<file path="src/rtl/core_writeback_arbiter_pkg.sv">
// Shared micro-architecture types for the writeback path: register/word widths,
// register-file write line and execution-unit result descriptors.
package core_writeback_arbiter_pkg;
    localparam int WORD_W     = 32;
    localparam int NUM_GPREGS = 32;
    localparam int REG_W      = $clog2(NUM_GPREGS);

    typedef logic [WORD_W-1:0] word;
    typedef logic [REG_W-1:0]  reg_num;

    localparam reg_num R0 = '0;

    typedef struct packed {
        logic   ready;
        reg_num rd;
        word    value;
    } wb_line;

    typedef struct packed {
        logic   valid;
        reg_num rd;
        word    value;
    } wb_src;

    function automatic wb_line idle_line();
        wb_line l;
        l.ready = 1'b0;
        l.rd    = R0;
        l.value = '0;
        return l;
    endfunction
endpackage

</file>
<file path="src/rtl/core_writeback_pick.sv">
// Rotated-priority picker: first candidate at or after i_ptr (wrapping) whose
// destination register differs from i_excl_rd when exclusion is enabled.
module core_writeback_pick
    import core_writeback_arbiter_pkg::*;
#(
    parameter int NUM_SRC = 4
) (
    input  logic [NUM_SRC-1:0]         i_cand,
    input  logic [$clog2(NUM_SRC)-1:0] i_ptr,
    input  logic                       i_excl_en,
    input  reg_num                     i_excl_rd,
    input  reg_num [NUM_SRC-1:0]       i_rd,
    output logic [NUM_SRC-1:0]         o_grant,
    output logic                       o_found,
    output logic [$clog2(NUM_SRC)-1:0] o_idx
);
    localparam int PW = $clog2(NUM_SRC);

    always_comb begin
        o_grant = '0;
        o_found = 1'b0;
        o_idx   = '0;
        for (int k = 0; k < NUM_SRC; k++) begin
            int idx;
            idx = int'(i_ptr) + k;
            if (idx >= NUM_SRC) idx = idx - NUM_SRC;
            if (!o_found && i_cand[idx] && (!i_excl_en || i_rd[idx] != i_excl_rd)) begin
                o_found      = 1'b1;
                o_grant[idx] = 1'b1;
                o_idx        = PW'(idx);
            end
        end
    end
endmodule

</file>
<file path="src/rtl/core_writeback_arbiter.sv">
// Writeback arbiter: picks up to two results per cycle by round-robin, drops R0
// writes, and registers them onto the two register-file write ports.
module core_writeback_arbiter
    import core_writeback_arbiter_pkg::*;
#(
    parameter int NUM_SRC = 4
) (
    input  logic                 clk,
    input  logic                 rst,
    input  logic [NUM_SRC-1:0]   src_valid,
    input  reg_num [NUM_SRC-1:0] src_rd,
    input  word [NUM_SRC-1:0]    src_value,
    output logic [NUM_SRC-1:0]   src_ready,
    output wb_line               wr_a,
    output wb_line               wr_b
);
    localparam int PW = $clog2(NUM_SRC);

    function automatic logic [PW-1:0] ptr_inc(input logic [PW-1:0] p);
        return (p == PW'(NUM_SRC - 1)) ? '0 : p + 1'b1;
    endfunction

    logic [PW-1:0]      r_rr_ptr;
    wb_line             r_wr_a;
    wb_line             r_wr_b;

    logic [NUM_SRC-1:0] w_cand;
    logic [NUM_SRC-1:0] w_r0_ack;
    logic [NUM_SRC-1:0] w_grant_a;
    logic [NUM_SRC-1:0] w_grant_b;
    logic               w_found_a;
    logic               w_found_b;
    logic [PW-1:0]      w_idx_a;
    logic [PW-1:0]      w_idx_b;
    logic [PW-1:0]      w_ptr_nxt;
    wb_line             w_line_a;
    wb_line             w_line_b;

    always_comb begin
        w_cand   = '0;
        w_r0_ack = '0;
        for (int i = 0; i < NUM_SRC; i++) begin
            w_cand[i]   = src_valid[i] && (src_rd[i] != R0);
            w_r0_ack[i] = src_valid[i] && (src_rd[i] == R0);
        end
    end

    core_writeback_pick #(.NUM_SRC(NUM_SRC)) u_pick_a (
        .i_cand    (w_cand),
        .i_ptr     (r_rr_ptr),
        .i_excl_en (1'b0),
        .i_excl_rd (R0),
        .i_rd      (src_rd),
        .o_grant   (w_grant_a),
        .o_found   (w_found_a),
        .o_idx     (w_idx_a)
    );

    // Slot B never shares a destination with slot A, so same-rd results stay ordered.
    core_writeback_pick #(.NUM_SRC(NUM_SRC)) u_pick_b (
        .i_cand    (w_cand & ~w_grant_a),
        .i_ptr     (r_rr_ptr),
        .i_excl_en (w_found_a),
        .i_excl_rd (src_rd[w_idx_a]),
        .i_rd      (src_rd),
        .o_grant   (w_grant_b),
        .o_found   (w_found_b),
        .o_idx     (w_idx_b)
    );

    always_comb begin
        src_ready = rst ? '0 : (w_r0_ack | w_grant_a | w_grant_b);

        w_line_a = idle_line();
        w_line_b = idle_line();
        if (w_found_a) begin
            w_line_a.ready = 1'b1;
            w_line_a.rd    = src_rd[w_idx_a];
            w_line_a.value = src_value[w_idx_a];
        end
        if (w_found_b) begin
            w_line_b.ready = 1'b1;
            w_line_b.rd    = src_rd[w_idx_b];
            w_line_b.value = src_value[w_idx_b];
        end

        w_ptr_nxt = r_rr_ptr;
        if (w_found_b)      w_ptr_nxt = ptr_inc(w_idx_b);
        else if (w_found_a) w_ptr_nxt = ptr_inc(w_idx_a);
    end

    always_ff @(posedge clk) begin
        if (rst) begin
            r_rr_ptr <= '0;
            r_wr_a   <= idle_line();
            r_wr_b   <= idle_line();
        end else begin
            r_rr_ptr <= w_ptr_nxt;
            r_wr_a   <= w_line_a;
            r_wr_b   <= w_line_b;
        end
    end

    assign wr_a = r_wr_a;
    assign wr_b = r_wr_b;
endmodule

</file>
<file path="config.mk">
export PLATFORM = sky130hd
export DESIGN_NAME = core_writeback_arbiter
export DESIGN_NICKNAME = d
export VERILOG_FILES = /design/src/rtl/core_writeback_arbiter_pkg.sv /design/src/rtl/core_writeback_pick.sv /design/src/rtl/core_writeback_arbiter.sv
export SDC_FILE = /design/constraint.sdc
export NUM_CORES = 1
export LEC_CHECK = 0
export CAP_MARGIN = 40
export CORE_MARGIN = 4
export CORE_UTILIZATION = 40
export CTS_CLUSTER_SIZE = 14
export DETAILED_ROUTE_END_ITERATION = 8
export PLACE_DENSITY = 0.75
export REMOVE_ABC_BUFFERS = 1
export SLEW_MARGIN = 40
export SYNTH_ARGS = -nofsm -noshare
export SYNTH_HDL_FRONTEND = slang
export SYNTH_SLANG_ARGS = --single-unit
</file>
<file path="constraint.sdc">
create_clock -name clk -period 6.35 [get_ports clk]
set_input_delay 0.9525 -clock clk [delete_from_list [all_inputs] [get_ports clk]]
set_output_delay 0.9525 -clock clk [all_outputs]
set_load 0.05 [all_outputs]
</file>
Fig. 1: run 1, power grid
Drawn at 4 px/µm. Pins as bars on the die edge. Tap cells in grey.
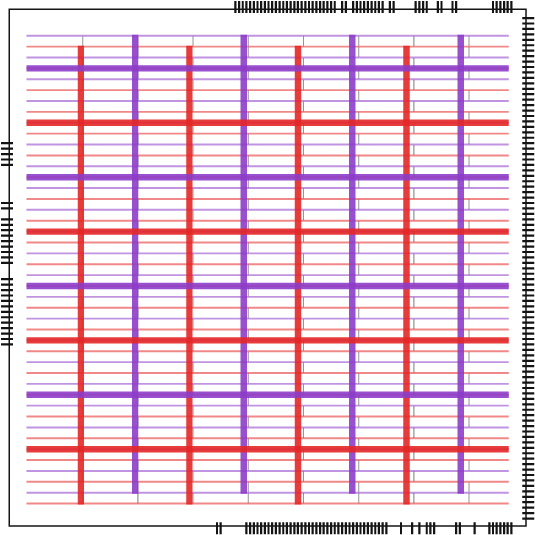
[purple] VDD
[red] VSS
met5 straps: 8
rows: 43
signal pins: 234

Fig. 2: run 1, placed cells, one colour a class
Drawn at 4 px/µm. Fill, decap, tap and diode cells in grey.
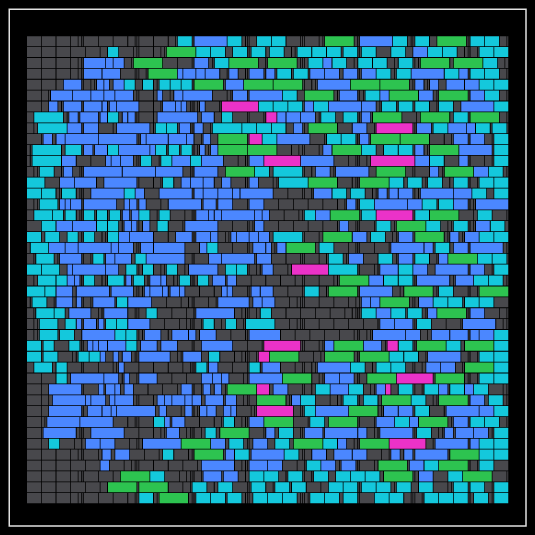
[magenta] clock drivers and dummy loads | cells: 16
[blue] all other logic | cells: 405
[cyan] other buffers and delay cells | cells: 315
[green] flip-flops | cells: 78

==> notes.md, run 1 <==
Figures from the implementation reports.

- The number of clock buffers in the layout reads 10.
- The cell count after synthesis reads ~520.
- The run finished with clean final reports.
- The xor-xnor portion of the synthesized cell area is 1.05%.
- The layer carrying the most global-route usage is met2.
- The met1 usage in global routing is between 30% and 40%.
- The warning count from the yosys run reads 0.
- The depth of the worst register-to-register path is 16.
- The type of destination of the critical path is an output pin.
- The number of flops mapped to enable cells by yosys reads 0.
- The number of different library cells in the post-synthesis netlist is 65.
- The total routed wirelength is 23200 µm.
- The via count of the first global-routing pass came to slightly above 6000.
- The fraction of area in clock buffers and inverters reads 3.13%.
- The main kind of combinational logic by area is multiplexers.
- The number of search-and-repair iterations in the first detailed-routing pass is 4.
- The maximum clock insertion buffer count is 2.
- The area taken by flip-flops and latches is approximately 1600 µm².
- The proportion of synthesized area in mux cells is around 34%.
- STA classifies the critical path startpoint as a primary input.
- between 400 and 500 cells are multi-input combinational gates.
- The wire length of the first global-routing pass is between 30000 and 40000 µm.
- The number of antenna diodes in the final layout is 0.
- The cell at the slowest stage of the critical path is a221oi_4.
- The layout report gives the multi-input gate share of total cell area as 45.6%.
- After synthesis, the most frequently instantiated cells are 78 x dfxtp_1, 74 x mux2i_1, 56 x mux4_2.
- The netlist area before placement is about 5800 µm².
- The biggest cell delay along the critical path reads around 0.5 ns.
- Input and output buffers added on the ports amount to approximately 230.
- The quantity of gates resized following cts reads 12.
- The standard cell area after detailed placement is around 8800 µm².
- The setup slack of the worst register-to-register path reads 1.24 ns.
- The compound-gate portion of the synthesized area reads 19.1%.
- The HPWL reported at the end of detailed placement reads 17600 µm.
- According to the floorplan report, the die width is roughly 130 µm.
- The detailed-route DRC error count reads 0.
- The clock-pin transition on the worst setup and hold timing paths is approximately 0.060 ns.
- TritonCTS built the clock tree.
- The detailed-route via count reads around 6000.
- The average cell area after synthesis reads 11.1 µm².
- The die extent in y reads ~130 µm.
- The data arrival time of the critical path reads approximately 5.3 ns.
- The proportion of final cell area spent on non-clock buffers reads 32.5%.
- The worst pin sits at a relative slew slack of 55.5%.
- The multi-input combinational cells in the finished layout cover a total of ~4400 µm².
- For this run, global-route usage on met2 was measured as around 47%.
- Of the cells placed in the final design, the portion with a size suffix greater than 1 is 30.1%.
- The capture point of the critical path is src_ready[3].
- The initial core utilization is approximately 41%.
- In the post-synthesis netlist, the biggest area contributors are dfxtp_1 27%, mux4_2 22%, mux2i_1 13%.
- The met1 layer wirelength in the final routing is roughly 9400 µm.
- The H-tree depth reported by CTS is 3.
- The post-detailed-route wirelength per cell is around 23 µm.
- The final timing report lists a max-slew violation count of 0.
- The cell depth of the worst hold path reads 3.
- The count of sequential standard cells reads 78.
- The source-to-sink clock delay at the later pin of the worst-skew pair reads 0.34 ns.
- Counting every sink on the clock net gives about 80.
- The total number of cells along the worst setup path is 18.
- The total number of tap cells reads around 180.
- The first element of the critical path is src_rd[13].
- Summed over all failing endpoints, the final setup total negative slack is 0 ns.
- The register area share after synthesis reads 26.7%.
Fig. 3: run 1, routed clock nets over the placement
Drawn at 3 px/µm.
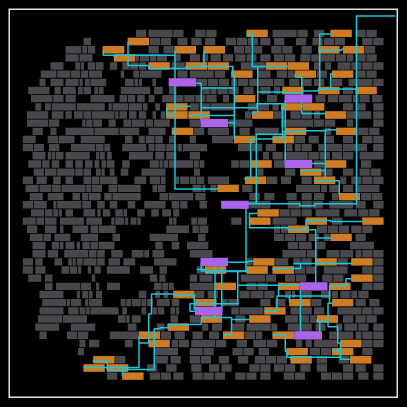
[cyan] clock wires | length: 1240 µm
[purple] cells driving clock nets | count: 9
[orange] flip-flops | count: 78
routed clock nets: 10
Worst Clk Skew: 0.00506 ns

Fig. 4: run 1, wiring by layer
Drawn at 4 px/µm.
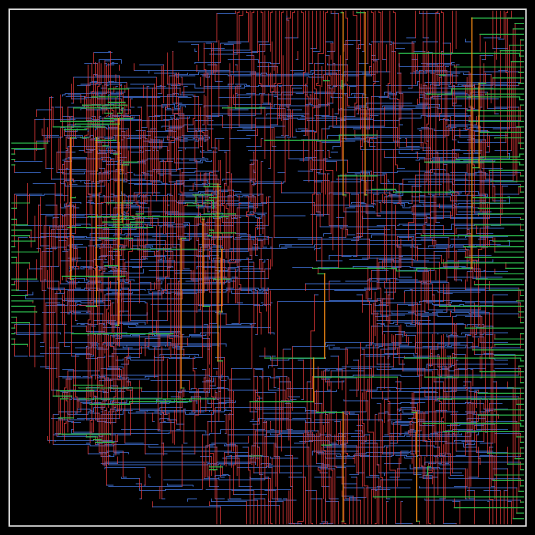

==> run 2: changes to the inputs <==
Settings changed: PLACE_DENSITY 0.75 to 0.78.
Clock period 6.35 ns to 5.5 ns, I/O delays scaled along.
Fig. 5: run 2, wiring by layer
Drawn at 4 px/µm.
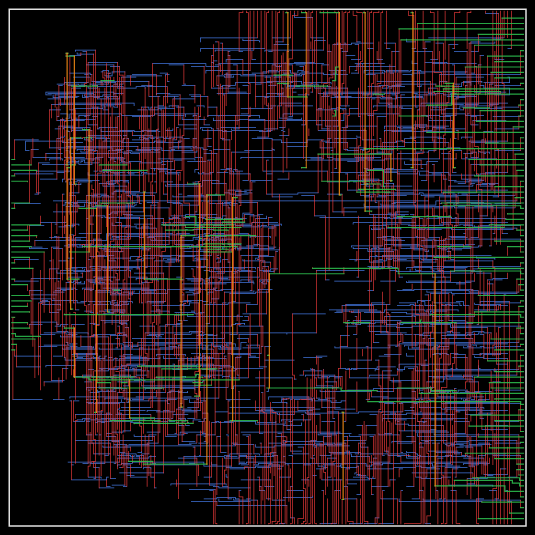
[green] met3 | wire length: 1740 µm
[blue] met1 | wire length: 8890 µm
[red] met2 | wire length: 12400 µm
[orange] met4 | wire length: 826 µm

==> run 2 against run 1 <==
Compared with the run above:
- the run now ends with negative setup slack left
- flip-flop count unchanged
- wire length up 2.9%
- sequential share of layout area down 0.57 points
- clock skew up 0.0050 ns
- utilization up 2.5 points
- synthesized area unchanged
- first-iteration DRC count down 15%
- final cell count up 5.6%
- clock-buffer cell count unchanged
- hold slack worse by 0.0086 ns
- critical path type unchanged
==> notes.md, run 2 <==
Figures from the implementation reports.

- The number of search-and-repair iterations in the first detailed-routing pass is 5 (+1).
- The number of buffers inserted by post-CTS setup repair is 11.
- The total number of cells along the worst setup path reads 16 (-2).
- By area the synthesized netlist is led by dfxtp_1 27%, mux4_2 22%, mux2i_1 13%.
- The proportion of cell area occupied by multi-input gates was 43.2% (-2.3 points).
- The HPWL reported at the end of detailed placement reads 18100 µm (+3.3%).
- Endpoints with negative setup slack in the final report add up to 4.
- Counting only logic cells after layout, the most numerous master is clkdlybuf4s50_1.
- The detailed-route via count is 6229 (+4.9%).
- The sink count of the clock tree reads 78 (unchanged).
- The kind of launch point of the worst setup path reads a primary input.
- The setup TNS was -0.576 ns (-0.576 ns).
- The proportion of final cell area spent on non-clock buffers reads 35.4% (+2.9 points).
- The xor-xnor portion of the synthesized cell area reads 1.05% (unchanged).
- The maximum clock insertion buffer count reads 2 (unchanged).
- The number of antenna diodes is 1 (+1).
- Counting instances in the post-synthesis netlist gives the leading cell types as 78 x dfxtp_1, 74 x mux2i_1, 56 x mux4_2.
- The layer carrying the most global-route usage is met2.
- The worst clock skew came to 0.0100 ns (+0.00496 ns).
- The initial antenna violation count is 1.
- The worst-case headroom to the max-slew limit is 53.0% (-2.6 points).
- The fraction of area in clock buffers and inverters is 3.18% (+0.054 points).
- The number of clock buffers in the layout came to 10 (unchanged).
- The main kind of combinational logic by area reads multiplexers.
- The total number of tap cells reads 180 (unchanged).
- The count of sequential standard cells is 78 (unchanged).
- Once routing completed, OpenROAD measured the worst setup slack at -0.179 ns.
- The number of different library cells in the post-synthesis netlist reads 65 (unchanged).
- Looking at the critical path, the highest net fanout was 6.
- The met1 layer wirelength in the final routing reads 8890 µm (-5.8%).
- STA classifies the critical path endpoint as an output pin.
- The cell at the slowest stage of the critical path is mux4_2.
- The aggregate global routing overflow is 0.
- The register area share after synthesis reads 26.7% (unchanged).
- The number of buffers added by the clock tree synthesis step is 9.
- The run finished, with violations left.
- The die extent in y was 129 µm (unchanged).
- The depth of the worst register-to-register path came to 17 (+1).
- The total area of multi-input combinational cells is 4280 µm² (-1.7%).
- The total routed wirelength came to 23900 µm (+2.9%).
- The data arrival time of the critical path reads 4.85 ns (-0.45 ns).
- The average cell area after synthesis is 11.1 µm² (unchanged).
- The area taken by flip-flops and latches came to 1560 µm² (unchanged).
- The cell count after synthesis came to 524 (unchanged).
- The cell kind with the greatest summed area reads logic gates.
- The initial core utilization is 41.4% (unchanged).
- The warning count from the yosys run reads 0 (unchanged).
- The first element of the critical path reads src_rd[8].
- The biggest cell delay along the critical path reads 0.59 ns (+0.08 ns).
- The total of buffers placed on input and output ports is 233 (unchanged).
- The standard cell area after detailed placement is 9220 µm² (+5.0%).
- The count of pins over their slew limit was 0 (unchanged).
- The netlist area before placement came to 5840 µm² (unchanged).
- The detailed-route DRC error count reads 0 (unchanged).
- The clock-pin transition on the worst setup and hold timing paths is 0.06 ns (about the same).
- The setup slack of the worst register-to-register path reads 0.62 ns (-0.62 ns).
- The cell depth of the worst hold path is 3 (unchanged).
- The TritonCTS clock tree reads done.
- The ratio of cells with drive above 1 in the final layout is 34.4% (+4.3 points).
- The via count of the first global-routing pass reads 6500 (+6.6%).
- The multi-input combinational cell count is 403 (+0.25%).
- The compound-gate portion of the synthesized area was 19.1% (unchanged).
- The source-to-sink clock delay at the later pin of the worst-skew pair is 0.33 ns (about the same).
- Per the run summary, max-cap violations total 0.
- The die width reads 129 µm (unchanged).
- The quantity of gates resized following cts is 92 (+80).
- The proportion of synthesized area in mux cells is 34.3% (unchanged).
- After layout, the buffer instance count without clock buffers stands at approximately 370.
- The checks that failed: negative setup slack.
- The H-tree depth reported by CTS is 3 (unchanged).
- For reference, the critical path is captured by src_ready[2].
- The wire length of the first global-routing pass was 36100 µm (+3.1%).
Fig. 6: run 2, routing congestion map
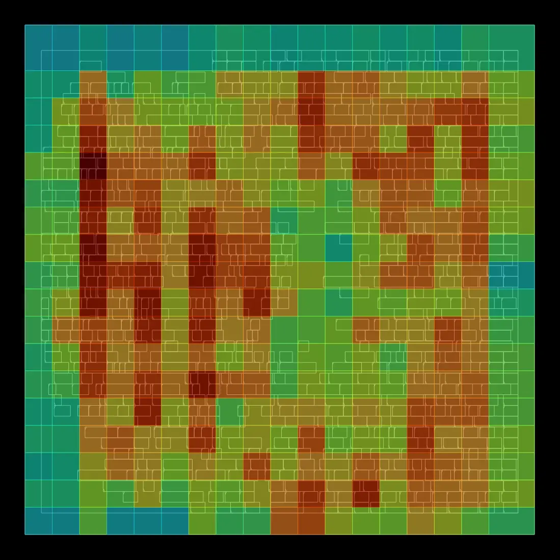
met2 Track Usage GR: 50.4%
Wirelength per Cell: 22.8 µm
grt met1 use: 32.6%

Fig. 7: run 2, placed cells, one colour a class
Drawn at 4 px/µm. Fill, decap, tap and diode cells in grey.
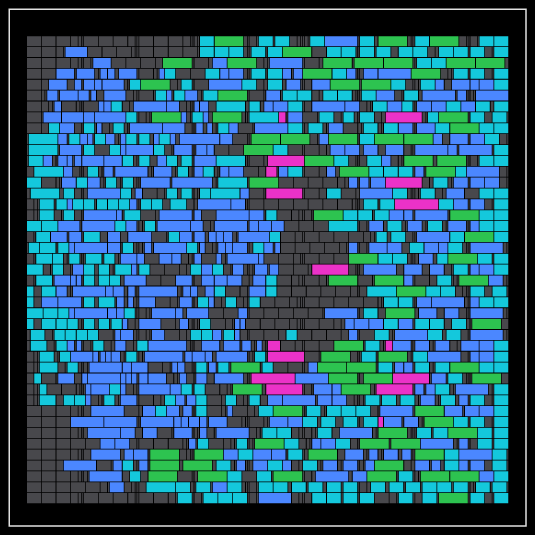

==> run 3: changes to the inputs <==
Settings changed: CTS_BUF_LIST set to sky130_fd_sc_hd__clkbuf_16, DONT_BUFFER_PORTS set to 1, PLACE_DENSITY 0.78 to unset.
Fig. 8: run 3, placed cells, one colour a class
Drawn at 4 px/µm. Fill, decap, tap and diode cells in grey.
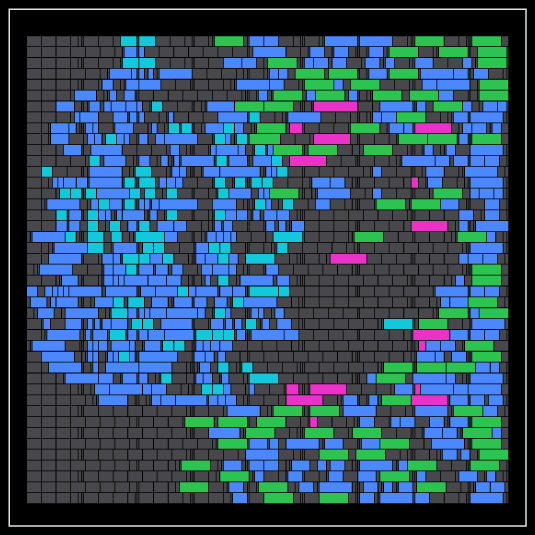
[green] flip-flops | cells: 78
[magenta] clock drivers and dummy loads | cells: 16
[blue] all other logic | cells: 406
[cyan] other buffers and delay cells | cells: 86

Fig. 9: run 3, wiring by layer
Drawn at 4 px/µm.
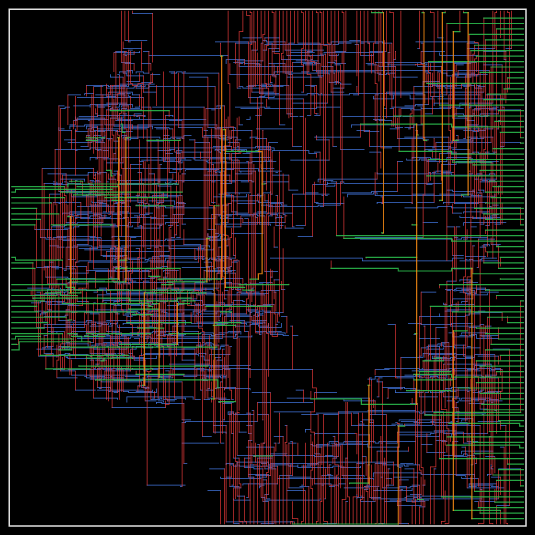
[orange] met4 | wire length: 763 µm
[blue] met1 | wire length: 6820 µm
[red] met2 | wire length: 10100 µm
[green] met3 | wire length: 2360 µm

==> run 3 against run 2 <==
Compared with the run above:
- clock skew is 0.0070 ns lower
- worst setup slack improved by 0.087 ns
- final cell count is 27% lower
- the flow still finishes with violations (negative setup slack)
- maximum frequency increased by 1.6%
==> notes.md, run 3 <==
Figures from the implementation reports.

- The fraction of area in clock buffers and inverters is 4.12% (+0.93 points).
- The setup slack of the worst register-to-register path is 0.40 ns (-0.22 ns).
- The highest metal layer with signal wires is met4.
- The data arrival time of the critical path is 4.77 ns (-0.08 ns).
- The number of buffers inserted by post-CTS setup repair is 5 (-6).
- The endpoint of the worst hold path reads r_rr_ptr[0]$_SDFFE_PP0P_.
- The post-detailed-route wirelength per cell is 26.1 µm (+15%).
- The quantity of gates resized following cts is 23 (-75%).
- The via count of the first global-routing pass reads 5203 (-20%).
- The initial antenna violation count came to 0 (-1).
- The iteration-0 DRC count of the detailed router reads 312.
- The compound-gate portion of the synthesized area reads 19.1% (unchanged).
- The ratio of routed vias to standard cells reads 6.62.
- The count of pins over their slew limit is 0 (unchanged).
- The final worst setup slack came to -0.0923 ns (+0.0870 ns).
- The cell depth of the worst hold path is 1 (-2).
- The synthesized design devotes to its leading area cell type 26.7% of total area.
- The setup TNS reads -0.304 ns (+0.272 ns).
- The clock-pin transition on the worst setup and hold timing paths came to 0.06 ns (about the same).
- The ratio of cells with drive above 1 in the final layout reads 38.2% (+3.8 points).
- The number of clock buffers in the layout is 9 (-1).
- The number of nets in the layout reads 742.
- By count the netlist is led by 78 x dfxtp_1, 74 x mux2i_1, 56 x mux4_2.
- TritonCTS built the clock tree.
- The detailed-route DRC error count is 0 (unchanged).
- The post-route clock period utilization reads 102%.
- The HPWL reported at the end of detailed placement reads 15100 µm (-17%).
- OpenSTA lists the critical path startpoint as src_rd[4].
- The non-clock inverter instance count of the final layout reads 3.
- In the global route stage, overall resource usage came out at a little under a quarter.
- The number of different library cells in the post-synthesis netlist reads 65 (unchanged).
- The synth_stat.txt file lists the number of cells as 524.
- The total number of tap cells reads 180 (unchanged).
- The number of search-and-repair iterations in the first detailed-routing pass was 5 (unchanged).
- The cell count after synthesis reads 524 (unchanged).
- The worst clock skew is 0.00297 ns (-0.00705 ns).
- The total routed wirelength is 20000 µm (-16%).
- Per the STA report, the cell with the highest stage delay on the worst path is mux4_2.
- The number of flip-flops and latches in the synthesized netlist is about 78.
- The initial core utilization came to 41.4% (unchanged).
- The number of violations of the max-capacitance limit came to 0 (unchanged).
- The proportion of synthesized area in mux cells reads 34.3% (unchanged).
- The most prevalent standard cell on the critical path reads buf_6.
- The register area share after synthesis is 26.7% (unchanged).
- The I/O pin count reads around 230.
- The global routing met3 resource utilization is 7.43%.
- The wire length of the first global-routing pass was 29700 µm (-18%).
- The worst hold slack across all endpoints is approximately 0.56 ns.
- The die width reads 129 µm (unchanged).
- The die outline area reads roughly 17000 µm².
- The most used logic cell in the final layout is dfxtp_1.
- The number of failing setup endpoints in the final timing report reads 4 (unchanged).
- STA classifies the critical path endpoint as an output pin.
- The peak fanout along the critical path is 6 (unchanged).
- The area taken by flip-flops and latches came to 1560 µm² (about the same).
- The worst-case headroom to the max-slew limit is 52.5% (-0.54 points).
- The final timing report lists a hold violation count of 0.
- The met2 track utilization from global routing reads 40.0% (-10 points).
- The number of flops mapped to enable cells by yosys reads 0.
- The xor-xnor portion of the synthesized cell area is 1.05% (unchanged).
- The cell kind with the greatest summed area is logic gates.
- The post-synthesis share of cell area spent on full adders, half adders and majority gates reads 1.50%.
- The flow ran to the end, but the final reports show violations.
- The primary flip-flop cell chosen by synthesis mapping is dfxtp_1.
- The total area of multi-input combinational cells is 4220 µm² (-1.5%).
- The sink count of the clock tree is 78 (unchanged).
- The aggregate global routing overflow is 0 (unchanged).
- The average cell area after synthesis is 11.1 µm² (unchanged).
- The total of buffers placed on input and output ports was 0 (-100%).
- The checks that failed: negative setup slack.
- The kind of launch point of the worst setup path is a primary input.
- The warning count from the yosys run came to 0 (unchanged).
- The maximum clock insertion buffer count reads 2 (unchanged).
- In this run the critical register-to-register path is launched from r_rr_ptr[1]$_SDFFE_PP0P_.
- The non-clock buffer instance count of the final layout reads 86 (-77%).
- In the layout the commonest cells are 77 x dfxtp_1, 74 x mux2i_1, 67 x buf_4.
- The number of antenna diodes is 0 (-1).
- The transition time at the pin with the least slew margin reads roughly 0.71 ns.
- Sorting the synthesized cells by area gives the leading types as dfxtp_1 27%, mux4_2 22%, mux2i_1 13%.
- The main kind of combinational logic by area is multiplexers.
- The number of buffers added by the clock tree synthesis step came to 9 (unchanged).
- The proportion of final cell area spent on non-clock buffers was 10.9% (-25 points).
- The capture point of the critical path reads src_ready[1].
- The multi-input combinational cell count is 403 (unchanged).
- The detailed-route via count came to 5071 (-19%).
- The H-tree depth reported by CTS reads 3 (unchanged).
- The count of sequential standard cells reads 78 (unchanged).
- The met1 usage in global routing was 25.4% (-7.2 points).
- The source-to-sink clock delay at the later pin of the worst-skew pair reads 0.33 ns (about the same).
- The total number of cells along the worst setup path is 18 (+2).
- The depth of the worst register-to-register path is 18 (+1).
- The site row count is about 43.
- The length of routed met3 wiring is ~2400 µm.
- The biggest cell delay along the critical path reads 0.56 ns (-0.03 ns).
- The proportion of cell area occupied by multi-input gates is 59.6% (+16 points).
- The die extent in y is 129 µm (unchanged).
- The standard cell area after detailed placement reads 6410 µm² (-31%).
- The netlist area before placement reads 5840 µm² (unchanged).
- met2 is the most crowded layer.
- Compared with the post-synthesis result, the final layout area differs by 21.2%.
- The met1 layer wirelength in the final routing is 6820 µm (-23%).
